File: src/rtl/mem_bus_arbiter_if.sv
// Wishbone-style bus between the arbiter (master) and the memory slave.
// Signal names keep the master-side _o/_i orientation seen from the arbiter.
interface mem_bus_arbiter_if;
  logic        bus_cyc_o;
  logic        bus_stb_o;
  logic        bus_we_o;
  logic [3:0]  bus_sel_o;
  logic [31:0] bus_adr_o;
  logic [31:0] bus_dat_o;
  logic [31:0] bus_dat_i;
  logic        bus_ack_i;

  modport master (
    output bus_cyc_o, bus_stb_o, bus_we_o, bus_sel_o, bus_adr_o, bus_dat_o,
    input  bus_dat_i, bus_ack_i
  );

  modport slave (
    input  bus_cyc_o, bus_stb_o, bus_we_o, bus_sel_o, bus_adr_o, bus_dat_o,
    output bus_dat_i, bus_ack_i
  );
endinterface

File: src/rtl/mem_bus_arbiter.sv
// Arbitrates instruction fetch and data access onto one bus master port.
// Data wins over fetch; a watchdog aborts bus cycles that never see ack.
module mem_bus_arbiter #(
  parameter int unsigned TIMEOUT = 255
) (
  input  logic        clk,
  input  logic        rst,
  input  logic        if_req_i,
  input  logic [31:0] if_addr_i,
  output logic [31:0] if_rdata_o,
  output logic        if_stall_o,
  input  logic        mem_req_i,
  input  logic        mem_we_i,
  input  logic [3:0]  mem_sel_i,
  input  logic [31:0] mem_addr_i,
  input  logic [31:0] mem_wdata_i,
  output logic [31:0] mem_rdata_o,
  output logic        mem_stall_o,
  input  logic        flush_i,
  mem_bus_arbiter_if.master bus,
  output logic        bus_timeout_o
);

  typedef enum logic [1:0] {IDLE, DATA, INST} state_e;

  state_e      state_q;
  logic [15:0] cnt_q;
  logic        mem_done_q, if_done_q, discard_q, timeout_q;
  logic [31:0] if_rdata_q, mem_rdata_q;
  logic        cyc_q, stb_q, we_q;
  logic [3:0]  sel_q;
  logic [31:0] adr_q, dat_q;

  logic [15:0] cnt_d;
  logic        timeout_hit;
  logic        drop_fetch;

  assign cnt_d       = cnt_q + 16'd1;
  // Abort on the TIMEOUT-th consecutive bus cycle without ack.
  assign timeout_hit = 32'(cnt_d) >= TIMEOUT;
  assign drop_fetch  = discard_q | flush_i;

  assign if_stall_o  = if_req_i  & ~if_done_q;
  assign mem_stall_o = mem_req_i & ~mem_done_q;

  assign if_rdata_o    = if_rdata_q;
  assign mem_rdata_o   = mem_rdata_q;
  assign bus_timeout_o = timeout_q;
  assign bus.bus_cyc_o = cyc_q;
  assign bus.bus_stb_o = stb_q;
  assign bus.bus_we_o  = we_q;
  assign bus.bus_sel_o = sel_q;
  assign bus.bus_adr_o = adr_q;
  assign bus.bus_dat_o = dat_q;

  // NOTE: all state uses non-blocking assignments so every register samples
  // pre-edge values; the pulse flags default low and are only raised below.
  always_ff @(posedge clk or negedge rst) begin
    if (!rst) begin
      state_q     <= IDLE;
      cnt_q       <= '0;
      mem_done_q  <= 1'b0;
      if_done_q   <= 1'b0;
      discard_q   <= 1'b0;
      timeout_q   <= 1'b0;
      if_rdata_q  <= '0;
      mem_rdata_q <= '0;
      cyc_q       <= 1'b0;
      stb_q       <= 1'b0;
      we_q        <= 1'b0;
      sel_q       <= '0;
      adr_q       <= '0;
      dat_q       <= '0;
    end else begin
      mem_done_q <= 1'b0;
      if_done_q  <= 1'b0;
      timeout_q  <= 1'b0;
      unique case (state_q)
        IDLE: begin
          discard_q <= 1'b0;
          cnt_q     <= '0;
          // A requester whose done is still high must not relaunch.
          if (mem_req_i && !mem_done_q) begin
            state_q <= DATA;
            cyc_q   <= 1'b1;
            stb_q   <= 1'b1;
            we_q    <= mem_we_i;
            sel_q   <= mem_sel_i;
            adr_q   <= mem_addr_i;
            dat_q   <= mem_wdata_i;
          end else if (if_req_i && !if_done_q && !flush_i) begin
            state_q <= INST;
            cyc_q   <= 1'b1;
            stb_q   <= 1'b1;
            we_q    <= 1'b0;
            sel_q   <= 4'hF;
            adr_q   <= if_addr_i;
            dat_q   <= '0;
          end
        end
        DATA: begin
          if (bus.bus_ack_i || timeout_hit) begin
            state_q     <= IDLE;
            cyc_q       <= 1'b0;
            stb_q       <= 1'b0;
            mem_done_q  <= 1'b1;
            timeout_q   <= ~bus.bus_ack_i;
            mem_rdata_q <= (bus.bus_ack_i && !we_q) ? bus.bus_dat_i : '0;
          end else begin
            cnt_q <= cnt_d;
          end
        end
        INST: begin
          if (flush_i) discard_q <= 1'b1;
          if (bus.bus_ack_i || timeout_hit) begin
            state_q   <= IDLE;
            cyc_q     <= 1'b0;
            stb_q     <= 1'b0;
            timeout_q <= ~bus.bus_ack_i;
            if (!drop_fetch) begin
              if_done_q  <= 1'b1;
              if_rdata_q <= bus.bus_ack_i ? bus.bus_dat_i : '0;
            end
          end else begin
            cnt_q <= cnt_d;
          end
        end
        default: begin
          state_q <= IDLE;
          cyc_q   <= 1'b0;
          stb_q   <= 1'b0;
        end
      endcase
    end
  end

endmodule

File: src/flat_wrapper.sv
// flat-port wrapper written by rule: the top's interface ports become plain ports
module mem_bus_arbiter_flat 
#(
  parameter int unsigned TIMEOUT = 255
)
  (clk, rst, if_req_i, if_addr_i, if_rdata_o, if_stall_o, mem_req_i, mem_we_i, mem_sel_i, mem_addr_i, mem_wdata_i, mem_rdata_o, mem_stall_o, flush_i, bus_timeout_o, bus_bus_cyc_o, bus_bus_stb_o, bus_bus_we_o, bus_bus_sel_o, bus_bus_adr_o, bus_bus_dat_o, bus_bus_dat_i, bus_bus_ack_i);
  mem_bus_arbiter_if bus_i ();
  input  logic clk;
  input  logic rst;
  input  logic if_req_i;
  input  logic [31:0] if_addr_i;
  output logic [31:0] if_rdata_o;
  output logic if_stall_o;
  input  logic mem_req_i;
  input  logic mem_we_i;
  input  logic [3:0] mem_sel_i;
  input  logic [31:0] mem_addr_i;
  input  logic [31:0] mem_wdata_i;
  output logic [31:0] mem_rdata_o;
  output logic mem_stall_o;
  input  logic flush_i;
  output logic bus_timeout_o;
  output wire logic [$bits(bus_i.bus_cyc_o)-1:0] bus_bus_cyc_o;
  output wire logic [$bits(bus_i.bus_stb_o)-1:0] bus_bus_stb_o;
  output wire logic [$bits(bus_i.bus_we_o)-1:0] bus_bus_we_o;
  output wire logic [$bits(bus_i.bus_sel_o)-1:0] bus_bus_sel_o;
  output wire logic [$bits(bus_i.bus_adr_o)-1:0] bus_bus_adr_o;
  output wire logic [$bits(bus_i.bus_dat_o)-1:0] bus_bus_dat_o;
  input wire logic [$bits(bus_i.bus_dat_i)-1:0] bus_bus_dat_i;
  input wire logic [$bits(bus_i.bus_ack_i)-1:0] bus_bus_ack_i;
  assign bus_bus_cyc_o = bus_i.bus_cyc_o;
  assign bus_bus_stb_o = bus_i.bus_stb_o;
  assign bus_bus_we_o = bus_i.bus_we_o;
  assign bus_bus_sel_o = bus_i.bus_sel_o;
  assign bus_bus_adr_o = bus_i.bus_adr_o;
  assign bus_bus_dat_o = bus_i.bus_dat_o;
  assign bus_i.bus_dat_i = bus_bus_dat_i;
  assign bus_i.bus_ack_i = bus_bus_ack_i;
  mem_bus_arbiter #(.TIMEOUT(TIMEOUT)) u_core (.clk(clk), .rst(rst), .if_req_i(if_req_i), .if_addr_i(if_addr_i), .if_rdata_o(if_rdata_o), .if_stall_o(if_stall_o), .mem_req_i(mem_req_i), .mem_we_i(mem_we_i), .mem_sel_i(mem_sel_i), .mem_addr_i(mem_addr_i), .mem_wdata_i(mem_wdata_i), .mem_rdata_o(mem_rdata_o), .mem_stall_o(mem_stall_o), .flush_i(flush_i), .bus(bus_i), .bus_timeout_o(bus_timeout_o));
endmodule
File: config.mk
export PLATFORM = sky130hd
export DESIGN_NAME = mem_bus_arbiter_flat
export DESIGN_NICKNAME = d
export VERILOG_FILES = /design/src/rtl/mem_bus_arbiter_if.sv /design/src/rtl/mem_bus_arbiter.sv /design/src/flat_wrapper.sv
export SDC_FILE = /design/constraint.sdc
export NUM_CORES = 1
export LEC_CHECK = 0
export CAP_MARGIN = 20
export CORE_ASPECT_RATIO = 2
export CORE_MARGIN = 5
export CORE_UTILIZATION = 29
export DETAILED_ROUTE_END_ITERATION = 12
export PLACE_DENSITY = 0.56
export SETUP_SLACK_MARGIN = 0.05
export SYNTH_ARGS = -nofsm -noshare
export SYNTH_HDL_FRONTEND = slang
export SYNTH_SLANG_ARGS = --single-unit
export TNS_END_PERCENT = 20
File: constraint.sdc
create_clock -name clk -period 6 [get_ports clk]
set_clock_uncertainty 0.1 [all_clocks]
set_input_delay 1.8 -clock clk [delete_from_list [all_inputs] [get_ports clk]]
set_output_delay 1.8 -clock clk [all_outputs]
set_load 0.005 [all_outputs]
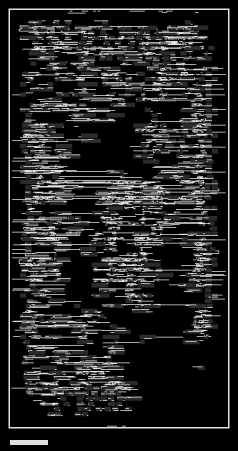
Fig. 1. M1 wires (run 1).
Scale bar: 20 µm. Cells faint in the background.
nets with wire on the layer: 845
main direction: horizontal
wire length on this layer: 8,190 µm
longest straight run: 33.1 µm
share of all routed wire: 37%

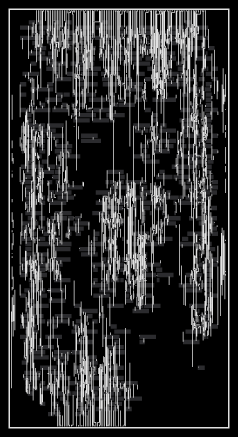
Fig. 2. Signal wires on met2 (run 1).
Cells faint in the background.
longest straight run: 71.4 µm
nets with wire on the layer: 865

==> changes_impl.md, run 1 <==
### Metrics

* Top logic family: AND-OR/OR-AND gates
* Buf+Inv Stages, Crit Path at 3
* Setup bufs post-CTS at 0
* Cell taking the most area after synthesis: dfrtp_1
* Crit path launch type: input pin
* H-tree depth at 4
* Top cell excl fill/tap: clkdlybuf4s50_1
* VDD IR-drop max at ~0.25 mV
* Area fraction in xor and xnor cells at less than 1%
* Register area share after synthesis at 61.0%
* Layout clock area frac at 5.89%
* Clock slew at reported path FFs at ~0.060 ns
* Cell family with most CP delay: buffers and inverters
* GR Util met1 at 18.6%
* Crit Reg-Reg Endpoint: u_core.cnt_q[4]$_DFFE_PN0P_
* Vias in the first global route at 5,969
* Syn_nets at roughly 700
* Ys Warns at 0
* End point of the critical path: mem_stall_o
* Fp util at between 20% and 30%
* Worst stage delay on the critical path at just over 0.5 ns
* Worst Setup Path Type: in -> out
* Initial antenna violation count at 2
* Highest Signal Layer: met4
* Final setup violation count at 0
* WHS Endpoint: u_core.bus.bus_sel_o[3]$_DFFE_PN0P_
* Total Routing Usage GR at between 10% and 20%
* Setup TNS at 0 ns
* Pwr Density at approximately 500 mW/mm²
* CP Depth at 4
* DRC at 0
* Area delta synth->final at 57.3%
* Post-synth area hogs: dfrtp_1 (61%), a22o_1 (13%), nand2_1 (4.6%)
* First-pass GRT wire length at about 34,000 µm
* Min Tclk post-route at between 4 and 5 ns
* Largest net degree at the start of global routing at roughly 71
* Yosys cell count at around 560
* CTS Buf Count at 17
* Critical path launch point: mem_req_i
* Worst hold path cell count at 1
* Post-synthesis chip area from yosys at between 0.006 and 0.007 mm²
* Min-delay src: u_core.bus.bus_sel_o[3]$_DFFE_PN0P_
* Core ar. at 0.0220 mm²
* Adder-cell area share of the yosys netlist at less than 1%
* Max cap viols at 0
* Cycle use final at between 80% and 90%
* Tap cell count at about 280
* Drt wl/cell at 20.2 µm
* Slew @ Worst Pin at 0.903 ns
* Crit-path max FO at 2
* Gr ovfl total at 0
* Maximum clock rate at 204 MHz
* Simple-gate share of the synthesized area at between 10% and 20%
* NonClk Buf Share at ~29%
* Most used cell, CP: clkdlybuf4s50_1
* Combinational gates at around 350
* Share of cells above drive strength 1 at approximately 7.4%
* Gpl congestion at 0.825
* Met2 wire len at 12,000 µm
* Leakage at approximately 4.3 nW
* Psw at about 1.5 mW
* Met3 routed WL at approximately 1600 µm
* Die Span Y at 220 µm
* Combinational fraction of design power at 41.5%
* Post-Syn Instances at roughly 560
* Top Ports at about 280
* Pint at about 3.4 mW
* Synth async-reset ratio at 100%
* Reg2reg path depth at 6
* Clock Path Buffers at 2
* Status: complete, no violations
* Slew Viols, Final at 0
* # rows at approximately 77
* Synth top cell by count: dfrtp_1
* Crit path required time at slightly above 4 ns
* DRT antenna net count at 0
* Ys flop type: dfrtp_1
* Yosys reg bits at ~160
* Overall power at 4.94 mW
* Clock sink count at approximately 160
* Antenna diodes at 2
* GRT Max-Usage Layer: met2
* Finished Layout Cells at approximately 1.1k
* Final Instance Area at 0.0101 mm²
* Hold-fix buffers, CTS at 0
* Met3 Resource Use GR at around 5.6%
* Clock buffers at 21
* EDFF count, synth at 0
* Area of the multi-input gates at roughly 0.0023 mm²
* M1 wire length at 8190 µm
* Worst path arrival time at approximately 3 ns
* Final worst setup slack at about 1.1 ns
* First-pass DRT Iterations at 4
* Via density at 5.03
* R2R setup slack at between 2 and 3 ns
* Routed WL at between 20,000 and 25,000 µm
* Worst Hold Class: reg -> reg
* Post-synthesis area per instance at between 10 and 15 µm²
* Total clock network power at about 1.1 mW
* Largest cell class: sequential cells
* Synth cell count leaders: dfrtp_1 (156), a22o_1 (97), nand2_1 (79)
* Post-DP HPWL at about 16,000 µm
* Clock Latency Late Sink at around 0.43 ns
* Clock power frac at 22.2%
* Synth Cell Area at between 0.006 and 0.007 mm²
* AND-OR/OR-AND Cells, Area Fraction at a little over a fifth
* Min Hold Slack at ~0.39 ns
* Crit-path cells: clkdlybuf4s50_1, nand2b_1, clkinv_1, clkdlybuf4s50_1
* Top Layout Cells: clkdlybuf4s50_1 (275), dfrtp_1 (156), a22o_1 (97)
* CTS tree: yes
* RSZ-0062 raised after global routing: no
* R2R Path Start: u_core.cnt_q[4]$_DFFE_PN0P_
* Worst path slowest cell: clkdlybuf4s50_1
* Sequential share of power at 36.2%
* Synth cell types at roughly 50
* Top cell area share at between 60% and 70%
* Chip area at between 0.02 and 0.03 mm²
* Placed insts at 1,078
* Sequential cells at around 160
* Comb power at just over 2 mW
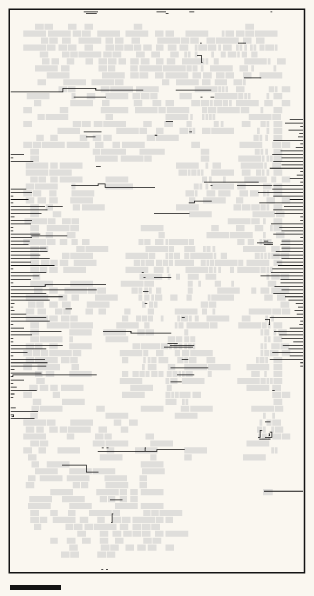
Fig. 3. The metal 3 layer (run 1).
Scale bar: 20 µm. Cells faint in the background.
main direction: horizontal
share of all routed wire: 7.0%

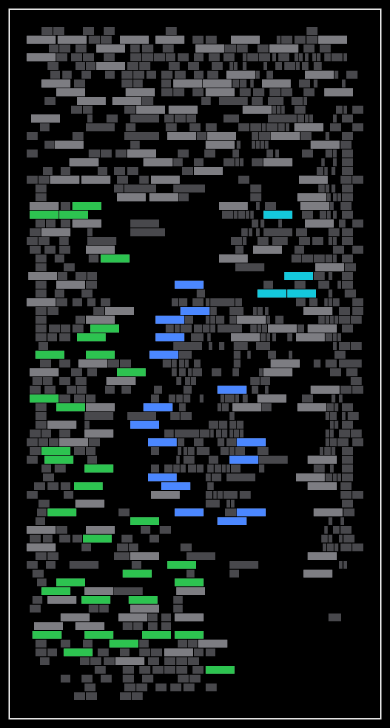
Fig. 4. Sequential cells colored by netlist name (run 1).
[u_core.cnt_q] blue | flops: 16
[u_core.if_rdata_o] green | flops: 32
[u_core.bus.bus_sel_o] cyan | flops: 4 | where: middle right
not colored: 104
Sequential Area: 0.00390 mm²
final core occ: 45.8%
sequential power: 1.79 mW
flop share of the area: 38.8%

Fig. 5: run 1, placed standard cells
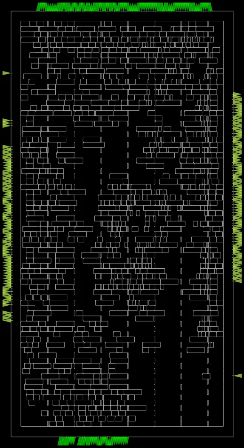

## Run 2: what changed since run 1
Settings changed: PLACE_DENSITY 0.56 to 0.58.
Clock period 6 ns to 3.95 ns, I/O delays scaled along.
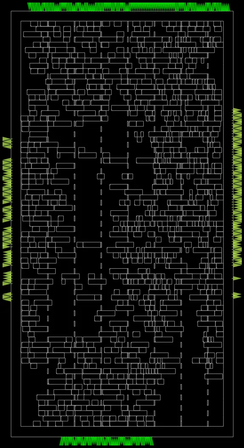
Fig. 6. Placed standard cells (run 2).
# rows: 77
final core occ: 45.5%
FILL cells: 2,098

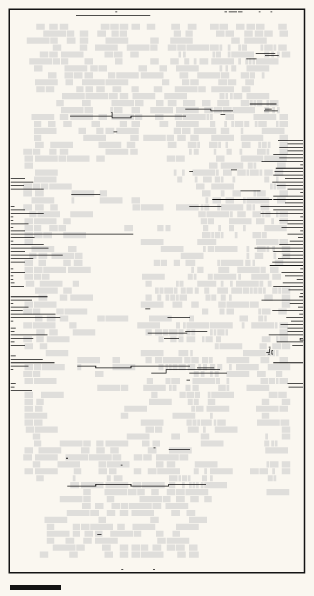
Fig. 7. The metal 3 layer (run 2).
Scale bar: 20 µm. Cells faint in the background.
share of all routed wire: 5.4%
main direction: horizontal
DR vias: 5,439
met3 Resource Use GR: 4.62%
Routed WL: 23,000 µm

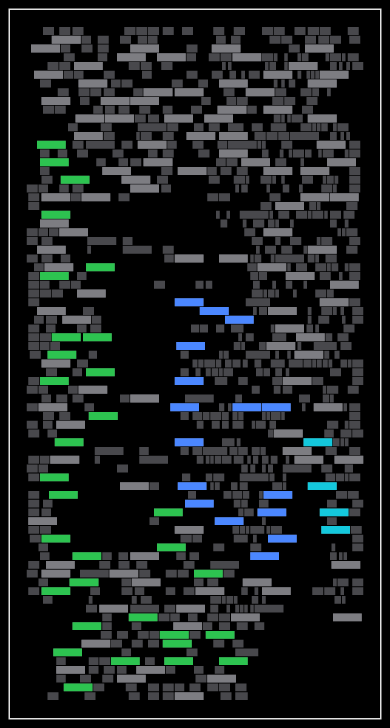
Fig. 8. Sequential cells colored by netlist name (run 2).
flop share of the area: 39.1%
sequential power: 2.70 mW

==> changes_impl.md, run 2 <==
### Metrics

* Slew @ Worst Pin at a little over 0.6 ns
* Post-synthesis chip area from yosys at 0.00640 mm²
* Antenna diodes at 2
* Psw at 2.29 mW
* Yosys reg bits at approximately 160
* Post-DP HPWL at 16,800 µm
* Area fraction in xor and xnor cells at 0.411%
* Cycle use final at around nine tenths
* Synth async-reset ratio at 100%
* Overall power at roughly 7.3 mW
* Clock slew at reported path FFs at roughly 0.06 ns
* Core ar. at roughly 0.022 mm²
* Sequential cells at between 150 and 200
* Final setup violation count at 0
* GR Util met1 at 19.5%
* Met3 routed WL at 1240 µm
* Post-CTS sizing at 0
* IO Port Bufs at ~280
* Placement Cell Area at 0.00946 mm²
* Worst path slowest cell: clkdlybuf4s50_1
* Total Routing Usage GR at 17.9%
* Slew Viols, Final at 0
* Die Span Y at between 200 and 250 µm
* Combinational fraction of design power at between 40 and 50%
* Pwr Density at 730 mW/mm²
* First-pass GRT wire length at 33,700 µm
* CTS tree: yes
* Met2 wire len at around 13,000 µm
* Worst stage delay on the critical path at approximately 0.49 ns
* Synth top cell by count: dfrtp_1
* Ys flop type: dfrtp_1
* Met2 usage at between 30% and 40%
* Top Ports at about 280
* DRT antenna net count at 0
* Tap cell count at about 280
* H-tree depth at 4
* Clock buffers at 23
* VDD IR-drop max at approximately 0.4 mV
* Finished Layout Cells at ~1.1k
* Largest net degree at the start of global routing at roughly 77
* DRC at 0
* Most used cell, CP: clkdlybuf4s50_1
* Leakage at between 4 and 5 nW
* Crit-path cells: clkdlybuf4s50_1, nand2b_1, clkinv_1, clkdlybuf4s50_1
* Clock sink count at approximately 160
* Placement Setup Slack at 0.342 ns
* Final net count at between 900 and 1k
* Crit path required time at 2.66 ns
* Syn_nets at ~700
* Critical path launch point: mem_req_i
* Area delta synth->final at 56.2%
* Setup bufs post-CTS at 0
* EDFF count, synth at 0
* Max power group: combinational logic
* Hold-fix buffers, CTS at 0
* Top cell excl fill/tap: clkdlybuf4s50_1
* Sequential Area at slightly below 0.004 mm²
* Layout clock area frac at approximately 5.3%
* Top Layout Cells: clkdlybuf4s50_1 (275), dfrtp_1 (156), a22o_1 (97)
* Initial antenna violation count at 2
* Synth cell types at ~50
* Gpl congestion at 0.835
* Post-synthesis area per instance at 11.5 µm²
* Fp util at between 20% and 30%
* Chip area at ~0.025 mm²
* Slew headroom at between 50% and 60%
* Maximum clock rate at between 200 and 300 MHz
* Largest cell class: sequential cells
* Worst hold path cell count at 1
* Post-Syn Instances at between 500 and 600
* R2R setup slack at 0.96 ns
* Synth Cell Area at 0.00640 mm²
* AND-OR/OR-AND Cells, Area Fraction at 21.3%
* Gr ovfl total at 0
* GRT Max-Usage Layer: met2
* Total clock network power at around 1.5 mW
* Min Hold Slack at around 0.39 ns
* Via density at between 4 and 5
* Placed insts at 1,081
* Ys Warns at 0
* Clock Path Buffers at 2
* WHS Endpoint: u_core.bus.bus_sel_o[0]$_DFFE_PN0P_
* Top cell area share at around three fifths
* Min-delay src: u_core.bus.bus_sel_o[0]$_DFFE_PN0P_
* RSZ-0062 raised after global routing: no
* Share of cells above drive strength 1 at under 10%
* Sw Ratio at a little under a third
* Status: complete, no violations
* Setup TNS at 0 ns
* Worst Setup Path Type: in -> out
* Combinational gates at ~350
* R2R Path Start: u_core.cnt_q[4]$_DFFE_PN0P_
* Top logic family: AND-OR/OR-AND gates
* Crit path launch type: input pin
* Crit Reg-Reg Endpoint: u_core.cnt_q[7]$_DFFE_PN0P_
* Register area share after synthesis at about 60%
* End point of the critical path: mem_stall_o
* Post-synth area hogs: dfrtp_1 (61%), a22o_1 (13%), nand2_1 (4.6%)
* Pint at 5.00 mW
* Cell family with most CP delay: buffers and inverters
* Area of the multi-input gates at roughly 0.0023 mm²
* Crit-path max FO at 3
* Comb power at approximately 3.1 mW
* Adder-cell area share of the yosys netlist at less than 1%
* Vias in the first global route at about 5.7k
* Highest Signal Layer: met4
* Sequential share of power at 37.0%
* Buf+Inv Stages, Crit Path at 3
* Drt wl/cell at ~21 µm
* Synth cell count leaders: dfrtp_1 (156), a22o_1 (97), nand2_1 (79)
* Reg2reg path depth at 6
* Final worst setup slack at 0.339 ns
* First-pass DRT Iterations at 4
* Yosys cell count at ~560
* NonClk Buf Share at approximately 29%
* Worst path arrival time at approximately 2.3 ns
* Worst Hold Class: reg -> reg
* Clock power frac at about a fifth
* Min Tclk post-route at 3.61 ns
* Cell taking the most area after synthesis: dfrtp_1
* CP Depth at 4
* Simple-gate share of the synthesized area at about an eighth
* M1 wire length at approximately 8400 µm
* Max cap viols at 0
* CTS Buf Count at 17
* Clock Latency Late Sink at about 0.43 ns
* Final Instance Area at 0.00999 mm²
Fig. 9: run 2, M1 wires
Scale bar: 20 µm. Cells faint in the background.
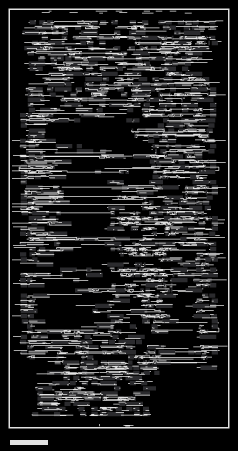

## Run 3: what changed since run 2
Settings changed: MAX_ROUTING_LAYER set to met4.
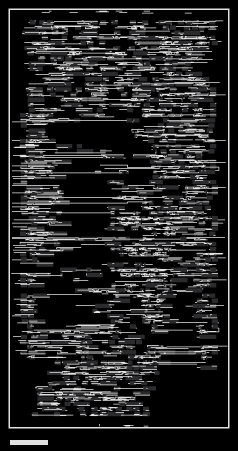
Fig. 10. M1 wires (run 3).
Scale bar: 20 µm. Cells faint in the background.
share of all routed wire: 37%
longest straight run: 50.6 µm
wire length on this layer: 8,600 µm
main direction: horizontal
GR Util met1: 19.7%
Routed WL: 23,000 µm
DR vias: 5,456

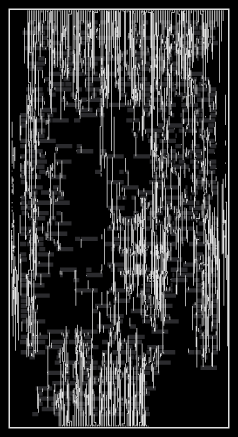
Fig. 11. Signal wires on met2 (run 3).
Cells faint in the background.
main direction: vertical
share of all routed wire: 55%
wire length on this layer: 12,600 µm
longest straight run: 87.7 µm
nets with wire on the layer: 849
met2 usage: 32.2%

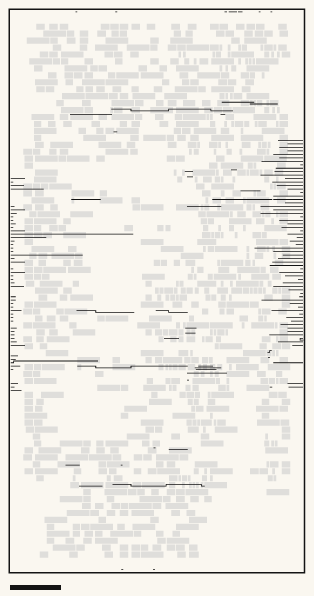
Fig. 12. The metal 3 layer (run 3).
Scale bar: 20 µm. Cells faint in the background.
main direction: horizontal
wire length on this layer: 1,070 µm
share of all routed wire: 4.6%
nets with wire on the layer: 131

==> changes_impl.md, run 3 <==
### Metrics

* Slew Viols, Final at 0
* Min Hold Slack at 0.394 ns
* Met3 Resource Use GR at between 4 and 5%
* Via density at around 4.9
* Register area share after synthesis at between 60 and 70%
* Antenna diodes at 2
* Area fraction in xor and xnor cells at less than 1%
* Cycle use final at 91.1%
* Adder-cell area share of the yosys netlist at less than 1%
* Worst path slowest cell: clkdlybuf4s50_1
* Maximum clock rate at 278 MHz
* Crit path launch type: input pin
* Met3 routed WL at roughly 1100 µm
* FILL cells at roughly 2.1k
* Placed insts at 1,081
* Clock Path Buffers at 2
* NonClk Buf Share at 28.9%
* Pint at about 5.0 mW
* Total Routing Usage GR at between 10% and 20%
* Layout clock area frac at 5.33%
* R2R Path Start: u_core.cnt_q[4]$_DFFE_PN0P_
* Slew headroom at slightly below 60%
* Placement Cell Area at ~0.0095 mm²
* Clock buffers at 23
* Flop share of the area at between 30% and 40%
* Synth async-reset ratio at 100%
* Top cell excl fill/tap: clkdlybuf4s50_1
* Worst Setup Path Type: in -> out
* Combinational fraction of design power at a little over two fifths
* Min Tclk post-route at ~3.6 ns
* Share of cells above drive strength 1 at approximately 7.3%
* Crit-path cells: clkdlybuf4s50_1, nand2b_1, clkinv_1, clkdlybuf4s50_1
* Drt wl/cell at 20.6 µm
* Top Ports at ~280
* Ys Warns at 0
* R2R setup slack at 0.94 ns
* Final core occ at 45.5%
* Met2 wire len at roughly 13,000 µm
* DRC at 0
* # rows at between 70 and 80
* Area delta synth->final at 56.2%
* Reg2reg path depth at 6
* First-pass DRT Iterations at 5
* M1 wire length at around 8600 µm
* Ys flop type: dfrtp_1
* CTS Buf Count at 17
* Leakage at 4.27 nW
* Synth top cell by count: dfrtp_1
* Clock power frac at 20.8%
* CP Depth at 4
* Post-CTS sizing at 0
* Crit Reg-Reg Endpoint: u_core.cnt_q[7]$_DFFE_PN0P_
* GRT Max-Usage Layer: met2
* Crit-path max FO at 3
* Post-synthesis chip area from yosys at roughly 0.0064 mm²
* Sw Ratio at 31.5%
* DRT antenna net count at 0
* Min-delay src: u_core.bus.bus_sel_o[0]$_DFFE_PN0P_
* EDFF count, synth at 0
* Status: complete, no violations
* Core ar. at around 0.022 mm²
* Vias in the first global route at around 5.7k
* Clock slew at reported path FFs at about 0.060 ns
* Final net count at a little under 1k
* Gr ovfl total at 0
* Gpl congestion at 0.848
No activity file was given, so power comes from the tool's default toggle rates.
